### Met3 routing, run 1

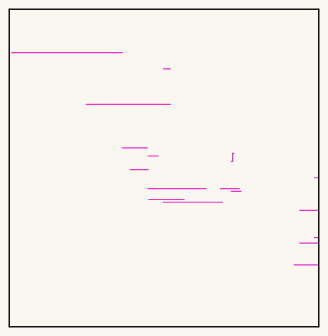
### Ports around the boundary, run 1

Pins as bars across the die edge, other pins in grey.
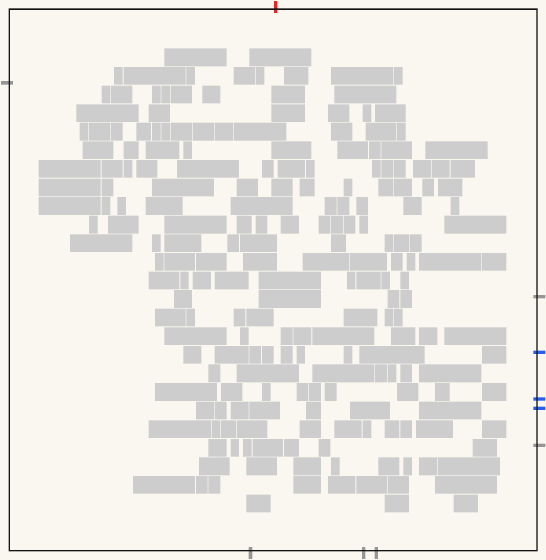
### Clock distribution, run 1

The bar under the picture is 20 um long.
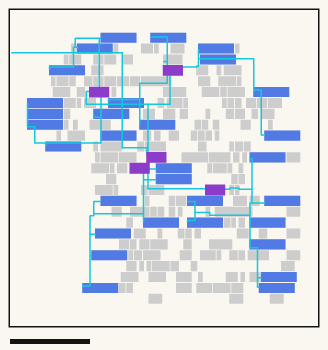
### Placement density heat map, run 1

8 x 8 tiles, from white (low) to dark blue (high), 0 to 100% covered.
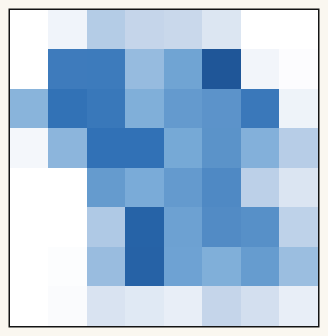
$ cat src/rtl/morse_letter_decoder.sv
// -----------------------------------------------------------------------------
// morse_letter_decoder
//
// Decodes a keyed Morse line into one of the letters A..H. A unit counter
// divides the clock into Morse time units. The line is looked at only once per
// unit, on the "strobe". Marks of 1-2 units are dots and marks of 3-4 units
// are dashes. A letter ends after 3 units of silence.
//
// Ports
//   clock   in   1  single clock, rising edge
//   areset  in   1  asynchronous, active-high reset
//   enable  in   1  decoder enable; low aborts any letter in progress
//   din     in   1  keyed line (1 = tone on), already synchronous to clock
//   letter  out  3  last decoded letter: A=0 .. H=7
//   valid   out  1  one-cycle pulse when letter is updated
//   error   out  1  one-cycle pulse when a letter ended undecodable
//   busy    out  1  high whenever the decoder is not idle
// -----------------------------------------------------------------------------
module morse_letter_decoder #(
  parameter int UNIT_CYCLES = 10
) (
  input  logic       clock,
  input  logic       areset,
  input  logic       enable,
  input  logic       din,
  output logic [2:0] letter,
  output logic       valid,
  output logic       error,
  output logic       busy
);

  typedef enum logic [1:0] {
    ST_IDLE  = 2'd0,
    ST_MARK  = 2'd1,
    ST_SPACE = 2'd2
  } state_t;

  localparam logic [9:0] UNIT_LAST = 10'(UNIT_CYCLES - 1);

  state_t     state_r;
  logic [9:0] unit_cnt_r;
  logic [2:0] mark_len_r;
  logic [1:0] space_len_r;
  logic [2:0] sym_cnt_r;
  logic [3:0] sym_bits_r;
  logic       err_flag_r;
  logic [2:0] letter_r;
  logic       valid_r;
  logic       error_r;
  logic       busy_r;

  logic       strobe_s;
  logic       is_dash_s;
  logic       bad_mark_s;
  logic [3:0] sym_bits_next_s;
  logic [2:0] sym_cnt_next_s;
  logic       append_err_s;
  logic [3:0] decode_s;

  // Map (symbol count, symbol bits) to {hit, letter code}. Bits hold the
  // symbols oldest-first from the MSB side, with dash=1 and dot=0.
  function automatic logic [3:0] decode_letter(input logic [2:0] cnt,
                                               input logic [3:0] bits);
    logic [3:0] res;
    case ({cnt, bits})
      7'b010_0001: res = {1'b1, 3'd0};  // A .-
      7'b100_1000: res = {1'b1, 3'd1};  // B -...
      7'b100_1010: res = {1'b1, 3'd2};  // C -.-.
      7'b011_0100: res = {1'b1, 3'd3};  // D -..
      7'b001_0000: res = {1'b1, 3'd4};  // E .
      7'b100_0010: res = {1'b1, 3'd5};  // F ..-.
      7'b011_0110: res = {1'b1, 3'd6};  // G --.
      7'b100_0000: res = {1'b1, 3'd7};  // H ....
      default:     res = {1'b0, 3'd0};
    endcase
    return res;
  endfunction

  // The unit counter sits at 0 in IDLE, so a strobe can only occur in MARK/SPACE.
  assign strobe_s = (unit_cnt_r == UNIT_LAST);

  // Classify the finished mark and form the symbol register after the append.
  always_comb begin
    is_dash_s       = (mark_len_r >= 3'd3);
    bad_mark_s      = (mark_len_r >= 3'd5);
    sym_bits_next_s = {sym_bits_r[2:0], is_dash_s};
    if (sym_cnt_r >= 3'd5) begin
      sym_cnt_next_s = 3'd5;
    end else begin
      sym_cnt_next_s = sym_cnt_r + 3'd1;
    end
    // Appending when four symbols are already stored makes a fifth symbol.
    if (sym_cnt_r >= 3'd4) begin
      append_err_s = 1'b1;
    end else begin
      append_err_s = 1'b0;
    end
    decode_s = decode_letter(sym_cnt_r, sym_bits_r);
  end

  // Decoder FSM with registered letter, pulse and busy outputs.
  always_ff @(posedge clock or posedge areset) begin
    if (areset) begin
      state_r     <= ST_IDLE;
      unit_cnt_r  <= 10'd0;
      mark_len_r  <= 3'd0;
      space_len_r <= 2'd0;
      sym_cnt_r   <= 3'd0;
      sym_bits_r  <= 4'd0;
      err_flag_r  <= 1'b0;
      letter_r    <= 3'd0;
      valid_r     <= 1'b0;
      error_r     <= 1'b0;
      busy_r      <= 1'b0;
    end else begin
      valid_r <= 1'b0;
      error_r <= 1'b0;
      if (!enable) begin
        // Abort: drop everything about the current letter but keep letter_r.
        state_r     <= ST_IDLE;
        unit_cnt_r  <= 10'd0;
        mark_len_r  <= 3'd0;
        space_len_r <= 2'd0;
        sym_cnt_r   <= 3'd0;
        sym_bits_r  <= 4'd0;
        err_flag_r  <= 1'b0;
        busy_r      <= 1'b0;
      end else begin
        case (state_r)
          ST_IDLE: begin
            unit_cnt_r <= 10'd0;
            if (din) begin
              state_r     <= ST_MARK;
              busy_r      <= 1'b1;
              mark_len_r  <= 3'd1;
              space_len_r <= 2'd0;
              sym_cnt_r   <= 3'd0;
              sym_bits_r  <= 4'd0;
              err_flag_r  <= 1'b0;
            end else begin
              busy_r <= 1'b0;
            end
          end

          ST_MARK: begin
            unit_cnt_r <= strobe_s ? 10'd0 : unit_cnt_r + 10'd1;
            if (strobe_s) begin
              if (din) begin
                if (mark_len_r != 3'd7) begin
                  mark_len_r <= mark_len_r + 3'd1;
                end else begin
                  mark_len_r <= mark_len_r;
                end
              end else begin
                sym_bits_r  <= sym_bits_next_s;
                sym_cnt_r   <= sym_cnt_next_s;
                err_flag_r  <= err_flag_r | bad_mark_s | append_err_s;
                state_r     <= ST_SPACE;
                space_len_r <= 2'd1;
              end
            end else begin
              mark_len_r <= mark_len_r;
            end
          end

          ST_SPACE: begin
            unit_cnt_r <= strobe_s ? 10'd0 : unit_cnt_r + 10'd1;
            if (strobe_s) begin
              if (din) begin
                state_r    <= ST_MARK;
                mark_len_r <= 3'd1;
              end else if (space_len_r == 2'd2) begin
                // Third silent unit: the letter is complete.
                state_r     <= ST_IDLE;
                busy_r      <= 1'b0;
                space_len_r <= 2'd0;
                mark_len_r  <= 3'd0;
                sym_cnt_r   <= 3'd0;
                sym_bits_r  <= 4'd0;
                err_flag_r  <= 1'b0;
                if (decode_s[3] && !err_flag_r) begin
                  letter_r <= decode_s[2:0];
                  valid_r  <= 1'b1;
                end else begin
                  error_r <= 1'b1;
                end
              end else begin
                space_len_r <= space_len_r + 2'd1;
              end
            end else begin
              space_len_r <= space_len_r;
            end
          end

          default: begin
            state_r    <= ST_IDLE;
            unit_cnt_r <= 10'd0;
            busy_r     <= 1'b0;
          end
        endcase
      end
    end
  end

  assign letter = letter_r;
  assign valid  = valid_r;
  assign error  = error_r;
  assign busy   = busy_r;

endmodule

$ cat config.mk
export PLATFORM = sky130hd
export DESIGN_NAME = morse_letter_decoder
export DESIGN_NICKNAME = d
export VERILOG_FILES = /design/src/rtl/morse_letter_decoder.sv
export SDC_FILE = /design/constraint.sdc
export NUM_CORES = 1
export LEC_CHECK = 0
export CORE_AREA = 4 4 73 75
export CTS_CLUSTER_DIAMETER = 150
export CTS_CLUSTER_SIZE = 16
export DETAILED_ROUTE_END_ITERATION = 6
export DIE_AREA = 0 0 77 79
export HOLD_SLACK_MARGIN = 0.1
export MAX_ROUTING_LAYER = met4
export PLACE_DENSITY = 0.6
export SLEW_MARGIN = 20
export SYNTH_ARGS = -nofsm -noshare
export SYNTH_HDL_FRONTEND = slang
export SYNTH_SLANG_ARGS = --single-unit
$ cat constraint.sdc
create_clock -name clock -period 5.9 [get_ports clock]
set_input_delay 0.59 -clock clock [delete_from_list [all_inputs] [get_ports clock]]
set_output_delay 0.59 -clock clock [all_outputs]
set_load 0.01 [all_outputs]
==> Changelog: implementation, run 1 <==
### Changed

- CTS tree: done
- RD Place Congestion: 0.793
- GR Overflow Total: 0
- Slew headroom: 0.559
- Chip Area, Yosys: 1980 sq um
- Cell count after placement: 254
- GRT met2 Usage: 0.209
- OpenROAD warning count: 35
- GRT met1 Usage: 0.187
- Non-Filler Instances: 262
- Type of the most critical hold path: reg2reg
- Die Size: 6080 sq um
- # DRC: 0
- Cell area power density: 301 nW/um^2
- Number of global-route vias before repair: 1,385
- MaxCap Viol Count: 0
- Layout cell share with drive strength beyond 1: 0.139
- Clk root buf: clkbuf_8
- Syn Area/Cell: 9.97 sq um
- Comb pwr share: 0.347
- Post-Syn Nets: 218
- Crit. End Element: flip-flop
- Startpoint types: primary input
- Hold_buf cts: 0
- Vias: 1,433
- Cts bufs inserted: 5
- Final ANT Viol Nets: 0
- Sink Count: 31
- Most frequent logic cell in the layout: dfrtp_1
- Crit path DRT: 6.06 ns
- Max-slew violations: 0
- Internal: 0.426 mW
- M1 WL: 1.84 mm
- Worst-path clk slew: 0.06 ns
- Post-layout period usage: 0.420
- Overall Global Routing Usage: 0.139
- Kind of critical path: in2reg
- # Cells Yosys: 199
- Yosys reg bits: 31
- Status: completed
- Antenna violations before repair: 0
- Critical Path Sink: mark_len_r[0]
- DRC marker count from the first detailed-route iteration: 77
- Final wirelength: 3.63 mm
- Core Rows: 25
- Clock power frac: 0.275
- M3 GR Usage: 0.0340
- RSZ-0062 raised after global routing: no
- Die height: 79 um
- R2R Setup Slk: 3.77 ns
- Final setup fails: 0
- R2r startpoint: state_r[1]
- DP Area: 2100 sq um
- Clk buf depth: 2
- Post-CTS setup buffers: 0
- PostCTS Resize Cnt: 0
- H-Tree Depth: 2
- Core region area: 4660 sq um
- Highest routed layer: met4
- Busiest grt layer: met2
- N_diodes: 0
- Max Fclk: 403 MHz
- Die Wd: 77 um
- Main flop type: dfrtp_1
- Pre-Place Util: 0.426
- Clk_skew: 0.00675 ns
- Net switching power: 0.237 mW
- Worst-Margin Slew: 0.659 ns
- Area delta synth->final: 11.1%
- Final core occ: 0.473
## Picture notes: 'Met3 routing'
nets with wire on the layer = 12
share of all routed wire = 3.5%

## Picture notes: 'Ports around the boundary'
red -> din  # pins 1, direction input, edge top
blue -> letter  # pins 3, direction output, edge right
all pins by edge = 5 right, 3 bottom, 1 left, 1 top

## Picture notes: 'Clock distribution'
purple -> clock drivers  # count 5
cyan -> clock wires  # length 442 um
blue -> flip-flops  # count 31
flops lie = widely spread

## Picture notes: 'Placement density heat map'
mean over tiles = 35%
emptiest ninth of the die = lower left
nearly empty tiles = 19%

## run 1: stage by stage
stage	worst slack (ns)	hold slack [ns]
detailed placement	3.15	0.509
global placement	3.18	0.500
global route	3.24	0.547
finish	3.42	0.517
floorplan	4.04	0.474
CTS	3.44	0.520
## run 1: flip-flops by register name, indices dropped and copies added (netlist names)
register,cells
space_len_r,2
sym_cnt_r,3
sym_bits_r,4
error,1
mark_len_r,3
state_r,2
letter,3
valid,1
unit_cnt_r,10
busy,1
err_flag_r,1
## run 1: cells by family (layout without fill, tap and decap cells)
group                      count (synthesis)  in the layout  share of synthesized area
buffers and inverters                     20             29                     0.0435
muxes                                      6              6                     0.0404
AOI/OAI and AO/OA                         41             41                      0.170
adders and majority gates                 15             15                     0.0946
xor gates and xnor gates                   9              9                     0.0397
and+or+nand+nor                           77             77                      0.221
DFF                                       31             31                      0.391
## run 1: cell usage after synthesis (2+ instances only)
| cell | n | area [sq um] |
|---|---|---|
| ha_1 | 15 | 188 |
| a211oi_1 | 2 | 15.0 |
| clkbuf_1 | 4 | 15.0 |
| inv_1 | 11 | 41.3 |
| xor2_1 | 5 | 43.8 |
| mux2_4 | 4 | 60.1 |
| and3_2 | 2 | 15.0 |
| o31ai_1 | 5 | 37.5 |
| and3_1 | 2 | 12.5 |
| nor3_1 | 5 | 25.0 |
| nor2b_1 | 2 | 12.5 |
| o21ai_0 | 4 | 20.0 |
| o2bb2ai_1 | 2 | 17.5 |
| o22ai_1 | 2 | 12.5 |
| xnor2_1 | 4 | 35.0 |
| dfrtp_1 | 31 | 776 |
| o21ai_2 | 2 | 17.5 |
| nand2_1 | 9 | 33.8 |
| a21oi_1 | 9 | 45.0 |
| nand3_1 | 16 | 80.1 |
| o211ai_1 | 2 | 15.0 |
| nor2_1 | 23 | 86.3 |
| nand4bb_1 | 3 | 33.8 |
| buf_2 | 3 | 15.0 |
| mux2i_1 | 2 | 20.0 |
## run 1: how the worst min path moves through the flow
stage	startpoint	endpoint	slack [ns]	depth (start not counted)
after floorplan	unit_cnt_r[0]	unit_cnt_r[0]	0.47	1
after detailed placement	letter[1]	letter[1]	0.51	2
after global routing	letter[2]	letter[2]	0.55	1
final	letter[2]	letter[2]	0.52	1
after global placement	letter[1]	letter[1]	0.50	2
after CTS	unit_cnt_r[0]	unit_cnt_r[0]	0.52	1
## run 1: layout make-up
type | instances | area [sq um] | share of cell area
clock buffer | 8 | 100 | 0.0454
inverter | 11 | 41.3 | 0.0187
multi-input combinational | 148 | 1120 | 0.509
sequential | 31 | 776 | 0.352
tap | 54 | 67.6 | 0.0306
timing repair buffer | 10 | 97.6 | 0.0443
## run 1: worst max-delay path: stages
cell and delay (ns):
clkdlybuf4s50_1 0.89, inv_1 0.25, nor3_1 0.36, a21o_1 0.23
mux2_4 0.31
## run 1: power groups by stage
stage | Clock (mW) | Sequential [mW] | Combinational, mW
floorplan | 0 | 0.250 | 0.194
global placement | 0 | 0.254 | 0.234
detailed placement | 0 | 0.254 | 0.232
CTS | 0.189 | 0.250 | 0.233
global route | 0.200 | 0.254 | 0.266
finish | 0.183 | 0.251 | 0.230
--- run 2 (diff from run 1) ---
==> constraint.sdc (replaced) <==
create_clock -name clock -period 2.4 [get_ports clock]
set_input_delay 0.24 -clock clock [delete_from_list [all_inputs] [get_ports clock]]
set_output_delay 0.24 -clock clock [all_outputs]
set_load 0.01 [all_outputs]
==> run 2 against run 1 <==
Effect of this change: worst setup slack got worse by 3.0 ns; worst hold slack got worse by 0.17 ns; clock power increased to 2.9 times the previous value.
==> Changelog: implementation, run 2 <==
### Changed

- Status: completed (unchanged)
- Max Fclk: 502 MHz
- Crit path DRT: 2.58 ns (was 6.06 ns)
- Chip Area, Yosys: 1980 sq um (unchanged)
- Core Rows: 25 (unchanged)
- CTS tree: done (unchanged)
- Cell area power density: 769 nW/um^2 (was 301 nW/um^2)
- Die Wd: 77 um (unchanged)
- Final setup fails: 0 (unchanged)
- Largest register by flop count: unit_cnt_r (unchanged)
- Syn Area/Cell: 9.97 sq um (unchanged)
- H-Tree Depth: 2 (unchanged)
- Net switching power: 0.598 mW (was 0.237 mW)
- Die Size: 6080 sq um (unchanged)
- Overall Global Routing Usage: 0.147 (was 0.139)
- # DRC: 0 (unchanged)
- Dpl ws: 0.409 ns (was 3.15 ns)
- R2R Setup Slk: 0.41 ns (was 3.77 ns)
- Largest area contributor in the netlist: dfrtp_1 (unchanged)
- Crit. End Element: flip-flop (unchanged)
- Slew headroom: 0.734 (was 0.559)
- Comb pwr share: 0.337 (was 0.347)
- Cell count after placement: 258 (was 254)
- MaxCap Viol Count: 0 (unchanged)
- Clk buf depth: 2 (unchanged)
- N_diodes: 0 (unchanged)
- Top Registers: unit_cnt_r: 10 flops, sym_bits_r: 4 flops (unchanged)
- Post-CTS setup buffers: 0 (unchanged)
- Yosys reg bits: 31 (unchanged)
- Kind of critical path: reg2reg (was in2reg)
- Area delta synth->final: 13.5% (was 11.1%)
- RSZ-0062 raised after global routing: no (unchanged)
- Worst setup margin: 0.407 ns (was 3.42 ns)
- Worst-Margin Slew: 0.398 ns (was 0.659 ns)
- Most frequent logic cell in the layout: dfrtp_1 (unchanged)
- Worst-path clk slew: 0.07 ns (was 0.06 ns)
- DP Area: 2130 sq um (was 2100 sq um)
- Pre-Place Util: 0.426 (unchanged)
- Main flop type: dfrtp_1 (unchanged)
- Top area cells in the synthesized netlist: dfrtp_1 39%, ha_1 9.5%, nor2_1 4.4% (unchanged)
- Cts bufs inserted: 5 (unchanged)
- Vias: 1,463 (was 1,433)
- Sink Count: 31 (unchanged)
- Die height: 79 um (unchanged)
- Area leader share: 0.391 (unchanged)
- Final ANT Viol Nets: 0 (unchanged)
- Final wirelength: 3.80 mm (was 3.63 mm)
- Top Layout Cells: 31 x dfrtp_1, 23 x nor2_1, 16 x nand3_1, 15 x ha_1, 11 x inv_1 (unchanged)
- Synth top cell by count: dfrtp_1 (unchanged)
- DRC marker count from the first detailed-route iteration: 87 (was 77)
- PostCTS Resize Cnt: 0 (unchanged)
- Startpoint types: flip-flop (was primary input)
- OpenROAD warning count: 35 (unchanged)
- Hold_buf cts: 0 (unchanged)
- RD Place Congestion: 0.815 (was 0.793)
- VDD IR max: 0.442 mV (was 0.128 mV)
- Antenna violations before repair: 0 (unchanged)
- Max reg flops: 10 (unchanged)
- Clk root buf: clkbuf_8 (unchanged)
- GR Overflow Total: 0 (unchanged)
==> run 2: cell counts after synthesis <==
No cell type changed its count.
==> run 2: cell type report <==
| type | instances | area [sq um] |
|---|---|---|
| multi-input cells | 148 | 1120 |
| repair buffers | 14 | 128 |
| clock inverters | 2 | 35.0 |
| fillers | 432 | 2410 |
| inverters | 11 | 41.3 |
| clock buffers | 6 | 82.6 |
| flip-flops and latches | 31 | 776 |
| well taps | 54 | 67.6 |
==> run 2: cells by family (layout without fill, tap and decap cells) <==
kind of cell	count (synthesis)	count (layout)	synth area share
XOR/XNOR	9	9	0.0397
buffers and inverters	20	33	0.0435
AND-OR/OR-AND	41	41	0.170
adder cells (fa/ha/maj)	15	15	0.0946
AND/OR/NAND/NOR	77	77	0.221
multiplexers	6	6	0.0404
flip-flops	31	31	0.391
==> run 2: worst max-delay path: stages (launching register included) <==
cell,delay [ns]
dfrtp_1,0.41
inv_1,0.11
ha_1,0.38
nor2_1,0.16
or3_1,0.35
o21ai_1,0.22
mux2i_1,0.21
nor2_1,0.05
==> run 2: worst paths after layout <==
kind / from / to / cells after the start
max in group asynchronous: areset / sym_bits_r[1] / 3
hold reg to reg: letter[1] / letter[1] / 2
setup / recovery: state_r[0] / space_len_r[1] / 7
min in group clock: letter[1] / letter[1] / 2
setup reg to reg: state_r[0] / space_len_r[1] / 7
hold / removal: areset / mark_len_r[1] / 3
==> run 2: power by group through the flow <==
| stage | Sequential [mW] | Clock [mW] | Combinational (mW) |
|---|---|---|---|
| after global placement | 0.626 | 0 | 0.581 |
| after floorplan | 0.615 | 0 | 0.477 |
| after CTS | 0.616 | 0.550 | 0.586 |
| after global routing | 0.626 | 0.573 | 0.658 |
| final | 0.615 | 0.533 | 0.583 |
| after detailed placement | 0.626 | 0 | 0.583 |
==> run 2: routing by layer <==
metal  share of wire  wire, um  track usage
met3           0.033       127       0.0374
met2            0.44      1670        0.210
met4           0.012        46       0.0427
met1            0.51      1950        0.206
met5               0         0            -
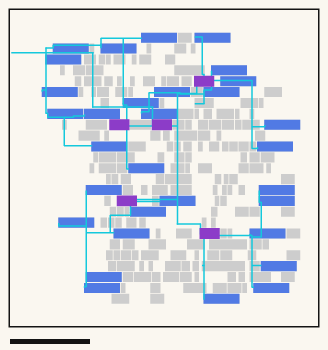
*Clock distribution, run 2*
The bar under the picture is 20 um long.
purple -> clock drivers  # count 5
cyan -> clock wires  # length 437 um
blue -> flip-flops  # count 31
flops lie = widely spread
worst-skew pair later-pin latency: 0.28 ns
clk_skew: 0.00866 ns
Clk power: 0.533 mW
Clock power frac: 0.308

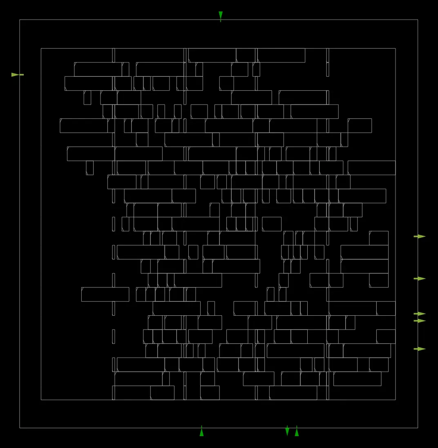
*Cell placement, run 2*
Non-Filler Instances: 266
core region area: 4660 sq um
flop count: 31
final core occ: 0.483

No activity file was given, so power comes from the tool's default toggle rates.
